Figure 1. Cells by drive strength (run 1).
Bar = 10 um.
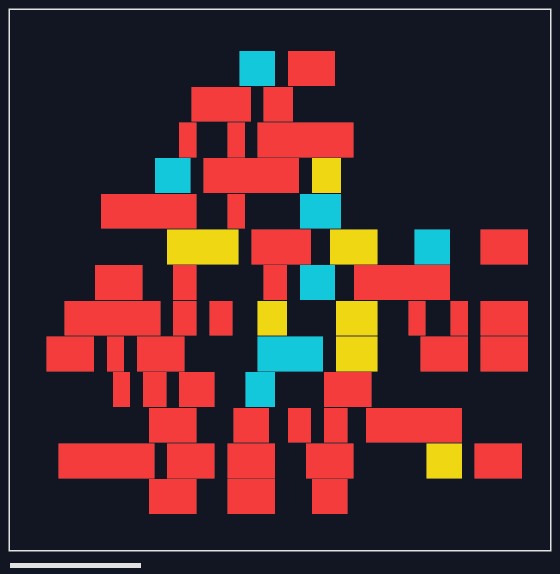
Figure 2. Clock network drawn from the DEF (run 1).
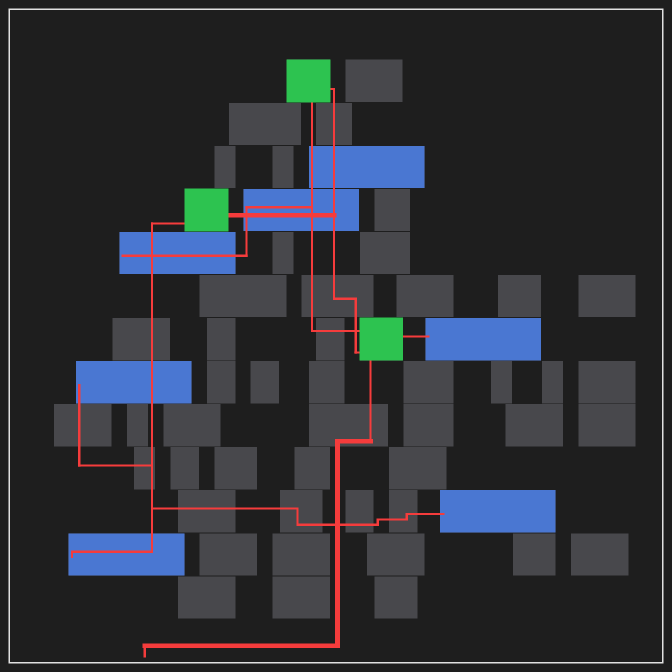
Figure 3. Cells colored by class (run 1).
Bar = 10 um.
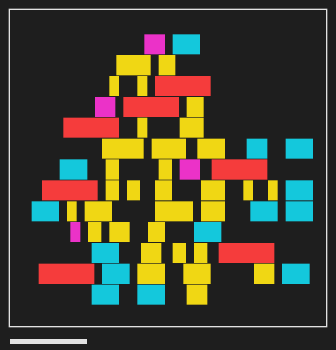
Figure 4. Ports around the boundary (run 1).
Pins as bars across the die edge, other pins in gray.
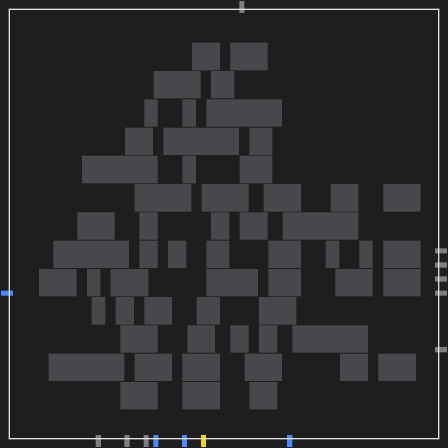
**config.mk**
```make
export PLATFORM = sky130hd
export DESIGN_NAME = piso_serializer
export DESIGN_NICKNAME = d
export VERILOG_FILES = /design/src/rtl/piso_serializer.sv
export SDC_FILE = /design/constraint.sdc
export NUM_CORES = 1
export LEC_CHECK = 0
export CAP_MARGIN = 20
export CELL_PAD_IN_SITES_DETAIL_PLACEMENT = 1
export CELL_PAD_IN_SITES_GLOBAL_PLACEMENT = 2
export CORE_UTILIZATION = 25
export CTS_CLUSTER_DIAMETER = 200
export DETAILED_ROUTE_END_ITERATION = 10
export PLACE_DENSITY = 0.87
export SYNTH_ARGS = -nofsm -noshare
export SYNTH_HDL_FRONTEND = slang
export SYNTH_SLANG_ARGS = --single-unit
```
**constraint.sdc**
```tcl
create_clock -name clk -period 2.8 [get_ports clk]
set_clock_uncertainty 0.15 [all_clocks]
set_input_delay 0.56 -clock clk [delete_from_list [all_inputs] [get_ports clk]]
set_output_delay 0.56 -clock clk [all_outputs]
set_load 0.02 [all_outputs]
```
**src/rtl/piso_serializer.sv**
```systemverilog
// Parallel-in/serial-out stage: captures a WIDTH-bit word via valid/ready, emits one bit per clk with frame markers.
// Latency: first bit the cycle after capture; WIDTH bits (+1 parity with PISO_PARITY_EN) plus hold cycles per frame.
// Backpressure: load_ready only in IDLE; hold freezes the stream in SHIFT/PARITY. Optional parity: `define PISO_PARITY_EN.
module piso_serializer #(
  parameter int WIDTH     = 4,
  parameter bit LSB_FIRST = 1'b0
) (
  input  logic             clk,
  input  logic             reset,
  input  logic [WIDTH-1:0] data_in,
  input  logic             load_valid,
  output logic             load_ready,
  input  logic             hold,
  output logic             ser_out,
  output logic             ser_valid,
  output logic             frame_start,
  output logic             frame_done,
  output logic             busy
);

  localparam int CNT_W = $clog2(WIDTH);
  localparam logic [CNT_W-1:0] LAST_CNT = CNT_W'(WIDTH - 1);

`ifdef PISO_PARITY_EN
  typedef enum logic [1:0] {IDLE, SHIFT, PARITY} state_t;
`else
  typedef enum logic {IDLE, SHIFT} state_t;
`endif

  state_t           state_q, state_d;
  logic [WIDTH-1:0] sreg_q, sreg_d;
  logic [CNT_W-1:0] cnt_q, cnt_d;
`ifdef PISO_PARITY_EN
  logic             par_q, par_d;
`endif

  logic             out_bit;
  logic [WIDTH-1:0] sreg_shifted;

  // The output end depends on bit order; shifting always moves toward it with zero fill.
  assign out_bit      = LSB_FIRST ? sreg_q[0] : sreg_q[WIDTH-1];
  assign sreg_shifted = LSB_FIRST ? {1'b0, sreg_q[WIDTH-1:1]}
                                  : {sreg_q[WIDTH-2:0], 1'b0};

  always_ff @(posedge clk) begin
    if (reset) begin
      state_q <= IDLE;
      sreg_q  <= '0;
      cnt_q   <= '0;
`ifdef PISO_PARITY_EN
      par_q   <= 1'b0;
`endif
    end else begin
      state_q <= state_d;
      sreg_q  <= sreg_d;
      cnt_q   <= cnt_d;
`ifdef PISO_PARITY_EN
      par_q   <= par_d;
`endif
    end
  end

  always_comb begin
    state_d     = state_q;
    sreg_d      = sreg_q;
    cnt_d       = cnt_q;
`ifdef PISO_PARITY_EN
    par_d       = par_q;
`endif
    load_ready  = 1'b0;
    ser_out     = 1'b0;
    ser_valid   = 1'b0;
    frame_start = 1'b0;
    frame_done  = 1'b0;
    busy        = 1'b0;

    case (state_q)
      IDLE: begin
        load_ready = 1'b1;
        if (load_valid) begin
          sreg_d  = data_in;
          cnt_d   = '0;
`ifdef PISO_PARITY_EN
          par_d   = ^data_in;
`endif
          state_d = SHIFT;
        end
      end

      SHIFT: begin
        busy        = 1'b1;
        ser_out     = out_bit;
        ser_valid   = !hold;
        frame_start = !hold && (cnt_q == '0);
        if (!hold) begin
          sreg_d = sreg_shifted;
          if (cnt_q == LAST_CNT) begin
            // Clear rather than increment so the counter never wraps inside a frame.
            cnt_d = '0;
`ifdef PISO_PARITY_EN
            state_d = PARITY;
`else
            frame_done = 1'b1;
            state_d    = IDLE;
`endif
          end else begin
            cnt_d = cnt_q + 1'b1;
          end
        end
      end

`ifdef PISO_PARITY_EN
      PARITY: begin
        busy       = 1'b1;
        ser_out    = par_q;
        ser_valid  = !hold;
        frame_done = !hold;
        if (!hold) state_d = IDLE;
      end
`endif

      default: state_d = IDLE;
    endcase
  end

endmodule

```
==> out/results.tsv <==
metric	value	unit
status	completed	
regMostFlops	sreg_q	
top_cell	dfxtp_1	
yosys_cells	40	
combinationalPower	0.0585	mW
io_pins	14	
design_area	556	um2
die_x	41.2	um
leakage	0.224	nW
ir_drop	202	uV
place_ws	0.102	ns
cp-end-kind	primary output	
logic_family	simple AND/OR/NAND/NOR gates	
fin_util	40.7	%
clkbuf_count	4	
ctsHoldBuffers	0	
antenna_cells	0	
synth_area_per_cell	9.60	um2
top_layer	met4	
io_buffers	13	
clk_pin_slew_worst_paths	0.06	ns
grt_max_degree	10	
final_layout_size_suffix_gt1_share	24.6	%
grt_busiest_layer	met2	
gp_congestion	0.748	
ys_area	384	um2
netlist_instances	40	
chipHeight	41.2	um
combPwrFrac	21.9	%
gr-usage-met3	6.52	%
ys_top_cells_by_count	dfxtp_1 (7), a211oi_1 (3), inv_1 (3), mux2i_1 (3), nor3_1 (3)	
vias	331	
path_class	in2out	
cts-htree-levels	1	
internal-power	0.193	mW
cts_sinks	7	
warning_count	27	
top_area_share	36.5	%
yosys.area_share.simple	29.3	%
power_leader	registers	
ys_sh_aoi	12.4	%
critPathCapture	frame_done	
sw_frac_of_total	28.0	%
worstPathRequired	2.09	ns
post_cts_resized	0	
core	1370	um2
grt-ovfl-total	0	
layout.cells.non_filler	72	
syn_area	384	um2
postSynthSeqShare	36.5	%
cts_tree	done	
grt_pass1_wl	1440	um
taps	15	
regArea	140	um2
slew_violations	0	
clock_path_buffers	2	
dr_wl_met2	423	um
use_met1	15.3	%
antenna_found_initial	0	
post-cts-setup-buffer-count	0	
wl_met1	420	um
logic_area	215	um2
route.detailed.drc	0	
num-fill-cells	168	
area_growth	44.6	%
dieArea	1700	um2
placed_cells	68	
reg2reg_slack	1.46	ns
nets	68	
largest_class	combinational gates	
slowest_stage	clkdlybuf4s50_1	
cts_buffers	3	
clockRootBuffer	clkbuf_4	
finalClockPeriodUsage	96.2	%
adder_share	6.51	%
holdWs	0.328	ns
rsz0062_at_grt	no	
grt_use_met2	23.0	%
inv_count	4	
finalPower	0.268	mW
slew_headroom	80.2	%
fp_nets	50	
groute.usage.overall	14.5	%
p_seq_share	41.7	%
-- Figure 1 (at the start) --
Cyan stands for _3 and _4 cells, cells 7, share 12%. Yellow stands for _2 cells, cells 7, share 12%. Red stands for _0 and _1 cells, cells 43, share 75%.

-- Figure 2 (at the start) --
Green stands for clock drivers, count 3. Red stands for clock wires, length 163 um. Blue stands for flip-flops, count 7.
There are 4 routed clock nets.
clk pwr: 0.0974 mW
clock network fraction of total power: 36.4%

-- Figure 3 (at the start) --
Yellow stands for combinational and other logic, cells 32. Red stands for flops, cells 7. Magenta stands for clock drivers and dummy loads, cells 4. Cyan stands for other buffers and delay cells, cells 14.

-- Figure 4 (at the start) --
Blue stands for `data_in`, pins 4, direction input, edge 3 bottom, 1 left. Yellow stands for `hold`, pins 1, direction input, edge bottom.
All pins by edge: 7 bottom, 5 right, 1 left, 1 top.

Power is estimated from default activity; no workload was simulated.
